### src/rtl/wb_unit.sv
// wb_unit: RV32I writeback stage. It arbitrates ALU/LSU results (LSU first), extends
// load data, drives the register-file write port and tracks pending destinations.
module wb_unit #(
  parameter int XLEN = 32,
  parameter int NREG = 32,
  parameter int AW   = 5
) (
  input  logic            clk,
  input  logic            rst,
  input  logic            i_alu_valid,
  output logic            o_alu_ready,
  input  logic [AW-1:0]   i_alu_rd,
  input  logic [XLEN-1:0] i_alu_data,
  input  logic            i_lsu_valid,
  output logic            o_lsu_ready,
  input  logic [AW-1:0]   i_lsu_rd,
  input  logic [2:0]      i_lsu_funct3,
  input  logic [1:0]      i_lsu_addr_lo,
  input  logic [XLEN-1:0] i_lsu_rdata,
  input  logic            i_wb_stall,
  input  logic            i_issue_en,
  input  logic [AW-1:0]   i_issue_rd,
  output logic            o_write_en,
  output logic [AW-1:0]   o_write_addr,
  output logic [XLEN-1:0] o_data_in,
  output logic [NREG-1:0] o_pending,
  output logic            o_fwd_valid,
  output logic [AW-1:0]   o_fwd_rd,
  output logic [XLEN-1:0] o_fwd_data,
  output logic            o_load_err
);

  // Returns {error, extended value} for one load beat.
  function automatic logic [XLEN:0] f_load_ext(input logic [2:0]      funct3,
                                               input logic [1:0]      addr_lo,
                                               input logic [XLEN-1:0] rdata);
    logic [7:0]      b;
    logic [15:0]     h;
    logic            err;
    logic [XLEN-1:0] val;
    case (addr_lo)
      2'd0:    b = rdata[7:0];
      2'd1:    b = rdata[15:8];
      2'd2:    b = rdata[23:16];
      default: b = rdata[31:24];
    endcase
    h = addr_lo[1] ? rdata[31:16] : rdata[15:0];
    case (funct3)
      3'b000:  begin err = 1'b0;                val = {{(XLEN-8){b[7]}}, b};   end
      3'b001:  begin err = addr_lo[0];          val = {{(XLEN-16){h[15]}}, h}; end
      3'b010:  begin err = (addr_lo != 2'd0);   val = rdata;                   end
      3'b100:  begin err = 1'b0;                val = {{(XLEN-8){1'b0}}, b};   end
      3'b101:  begin err = addr_lo[0];          val = {{(XLEN-16){1'b0}}, h};  end
      default: begin err = 1'b1;                val = {XLEN{1'b0}};            end
    endcase
    return {err, val};
  endfunction

  logic            w_alu_ready, w_lsu_ready, w_alu_acc, w_lsu_acc, w_acc;
  logic            w_err, w_wr;
  logic [AW-1:0]   w_rd;
  logic [XLEN:0]   w_ext;
  logic [XLEN-1:0] w_data;
  logic [NREG-1:0] w_pending_nxt;

  logic            r_write_en;
  logic [AW-1:0]   r_write_addr;
  logic [XLEN-1:0] r_data_in;
  logic [NREG-1:0] r_pending;
  logic            r_load_err;

  assign w_alu_ready = !rst && !i_wb_stall && !i_lsu_valid;
  assign w_lsu_ready = !rst && !i_wb_stall;
  assign w_lsu_acc   = i_lsu_valid && w_lsu_ready;
  assign w_alu_acc   = i_alu_valid && w_alu_ready;
  assign w_acc       = w_lsu_acc || w_alu_acc;
  assign w_rd        = w_lsu_acc ? i_lsu_rd : i_alu_rd;
  assign w_ext       = f_load_ext(i_lsu_funct3, i_lsu_addr_lo, i_lsu_rdata);
  assign w_err       = w_lsu_acc && w_ext[XLEN];
  assign w_data      = w_lsu_acc ? w_ext[XLEN-1:0] : i_alu_data;
  // Faulting loads and x0 destinations retire without touching the register file.
  assign w_wr        = w_acc && !w_err && (w_rd != {AW{1'b0}});

  // Scoreboard next state: issue sets, retirement clears, set wins; x0 never pends.
  always_comb begin
    w_pending_nxt = r_pending;
    for (int i = 1; i < NREG; i++) begin
      w_pending_nxt[i] = (i_issue_en && (i_issue_rd == AW'(i))) ? 1'b1 :
                         (w_acc && (w_rd == AW'(i)))            ? 1'b0 : r_pending[i];
    end
    w_pending_nxt[0] = 1'b0;
  end

  // Write port register stage; address/data keep the last written value otherwise.
  always_ff @(posedge clk) begin
    if (rst) begin
      r_write_en   <= 1'b0;
      r_write_addr <= {AW{1'b0}};
      r_data_in    <= {XLEN{1'b0}};
      r_load_err   <= 1'b0;
      r_pending    <= {NREG{1'b0}};
    end else begin
      r_write_en <= w_wr;
      r_load_err <= w_err;
      r_pending  <= w_pending_nxt;
      if (w_wr) begin
        r_write_addr <= w_rd;
        r_data_in    <= w_data;
      end
    end
  end

  assign o_alu_ready  = w_alu_ready;
  assign o_lsu_ready  = w_lsu_ready;
  assign o_write_en   = r_write_en;
  assign o_write_addr = r_write_addr;
  assign o_data_in    = r_data_in;
  assign o_pending    = r_pending;
  assign o_load_err   = r_load_err;
  assign o_fwd_valid  = r_write_en;
  assign o_fwd_rd     = r_write_addr;
  assign o_fwd_data   = r_data_in;

endmodule
### config.mk
export PLATFORM = sky130hd
export DESIGN_NAME = wb_unit
export DESIGN_NICKNAME = d
export VERILOG_FILES = /design/src/rtl/wb_unit.sv
export SDC_FILE = /design/constraint.sdc
export NUM_CORES = 1
export LEC_CHECK = 0
export CAP_MARGIN = 40
export CORE_MARGIN = 4
export CORE_UTILIZATION = 47
export CTS_CLUSTER_SIZE = 8
export DETAILED_ROUTE_END_ITERATION = 10
export GPL_ROUTABILITY_DRIVEN = 1
export PLACE_DENSITY = 0.87
export REMOVE_ABC_BUFFERS = 1
export SLEW_MARGIN = 0
export SYNTH_ARGS = -nofsm -noshare
export SYNTH_HDL_FRONTEND = slang
export SYNTH_SLANG_ARGS = --single-unit
### constraint.sdc
create_clock -name clk -period 5.9 [get_ports clk]
set_input_delay 0.59 -clock clk [delete_from_list [all_inputs] [get_ports clk]]
set_output_delay 0.59 -clock clk [all_outputs]
set_load 0.05 [all_outputs]
Figure 1. Floorplan with the power grid.
Scale bar: 20 um. Pins as bars on the die edge. Tap cells in gray.
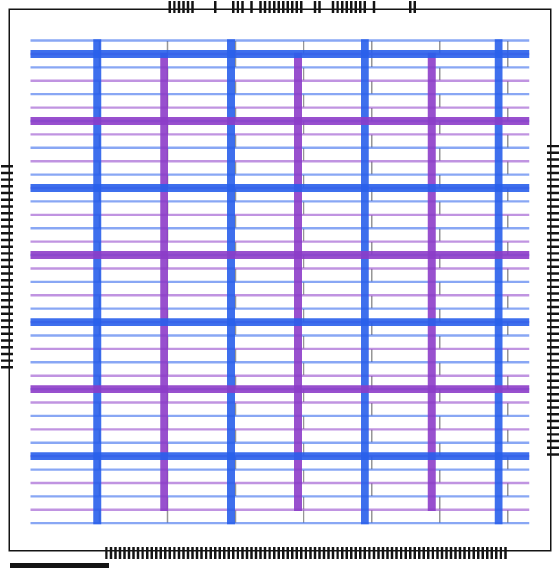
net	color
VDD	purple
VSS	blue
met4 straps	7
met1 rails	37
rows	36
met5 straps	7
tap cells	133

Figure 2. Cell classes on the final placement.
Scale bar: 20 um.
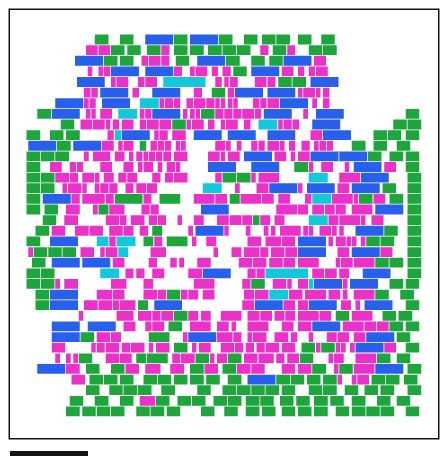
class	color	cells	share of their area
other buffers and delay cells	green	211	32%
all other logic	magenta	400	44%
clock drivers and dummy loads	cyan	16	3.4%
flops	blue	70	21%
flop share of the area: 20.6%
area of the core: 0.00991 mm^2
row cnt: 36
final core occ: 68.7%
post-route cell area: 0.00681 mm^2

==> metrics.cfg <==
[outcome]
run_status = finished, final reports clean

[yosys]
yosysUniqueCellTypes = 50
logic_family = AND-OR/OR-AND gates
muxShareOfSynthArea_pct = 9.11
postSynthAreaPerCell_um2 = 8.58
synth_flop_count = 70
ys_area_mm2 = 0.00485
ff_type = dfxtp_1
adder_share_pct = 0
top_area_cell = dfxtp_1
ys_cells = 565
syn_inst = 565
topCellsByArea = dfxtp_1, mux2i_1, a311oi_2, a311oi_1, buf_4
ys_sh_aoi_pct = 34.0
ys_warn_count = 0

[finish]
synthToLayoutAreaGrowth_pct = 40.5
fin_nets = 782
layout_top_cells = clkdlybuf4s50_1, nand2_1, dfxtp_1, a311oi_1, mux2i_1
drive_gt1_share_pct = 10.5
fillCellCount = 796
buffer_area_share_pct = 31.1
comb-cell-share_pct = 42.5
comb.multi_input.count = 397
signal_buffers = 211
clk_share_pct = 3.27
flop-count = 70
dominant_cells = multi-input combinational cells
largest_reg_flops = 32

[cts]
cts_max_path_buffers = 2
cts_made_buffers = 9
clk_pin_slew_ps = 90
cts_tree = built
postCtsHoldBufs = 0

[worst_setup_path]
cp_max_fo = 34
cp.arrival_ps = 3340
crit_path_cell_trace = clkdlybuf4s50_1 > nor3b_2 > buf_4 > or3_1 > and4_4 > a311oi_2
r2r_cells = 2
critical_path.startpoint_type = input pin
crit_slowest_cell = clkdlybuf4s50_1
endpoint_kind = flip-flop
worstReg2RegStart = o_data_in[13]$_SDFFE_PP0P_
required_ps = 6110
cp-startpoint = i_lsu_valid
r2r-end = o_data_in[13]$_SDFFE_PP0P_

[floorplanning]
taps = 133
fp.dieH_um = 110
initCoreUtil_pct = 48.9
fp.dieArea_mm2 = 0.0120

[hold_path]
min_path_cells = 2
worstHoldEndpoint = o_data_in[5]$_SDFFE_PP0P_
hp-start = o_data_in[5]$_SDFFE_PP0P_

[power]
p_leak_nw = 2.24
seqPwrFrac_pct = 35.9
power.switching_uw = 500
pg_comb_uw = 456
internal_power_uw = 917
ir_worst_vdd_mv = 0.121
seq_power_uw = 508
power_frac_comb_pct = 32.2
top_power_group = sequential cells

[run]
drv_cap = 0
warnings = 25

[route]
vias_per_cell = 6.54
drt_iter0_markers = 411
dr.max_layer_used = met4
vias = 5432
route.detailed.drc = 0
met2_length_um = 8670
routed_wl_um = 18400

[global_route]
grt_pass1_vias = 5211
grt.busiest_layer = met2
grt_util_met3_pct = 4.52
grt_pass1_wl_um = 28500
grtUsageMet2_pct = 47.9

[placement]
placement.cell_area_mm2 = 0.00657
port_buffers = 199
dp_slack_ps = 2120
place.gp.congestion = 0.974

[timing]
period_needed_ps = 3130
hold_ws_ps = 482
setup_viol = 0
slew_violations = 0
max_freq_mhz = 319

Figure 3. Routed clock nets over the placement.
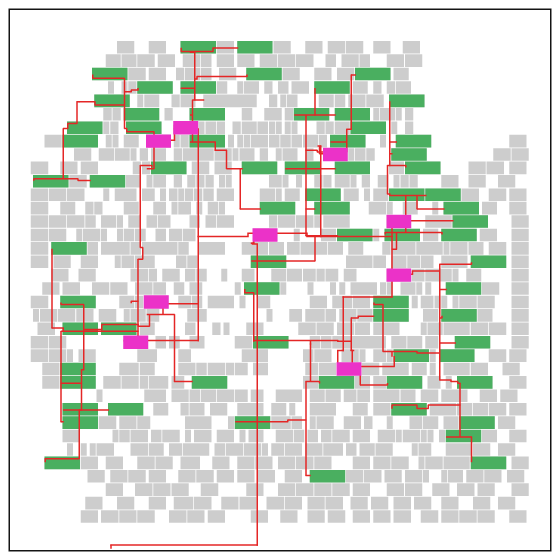
[flip-flops] green | count: 70
[cells driving clock nets] magenta | count: 9
[clock wires] red | length: 1040 um
routed clock nets	10
clk_lat worst skew: 360 ps
Clk. pwr: 452 uW
final clock skew: 0 ps

No activity file was given, so power comes from the tool's default toggle rates.
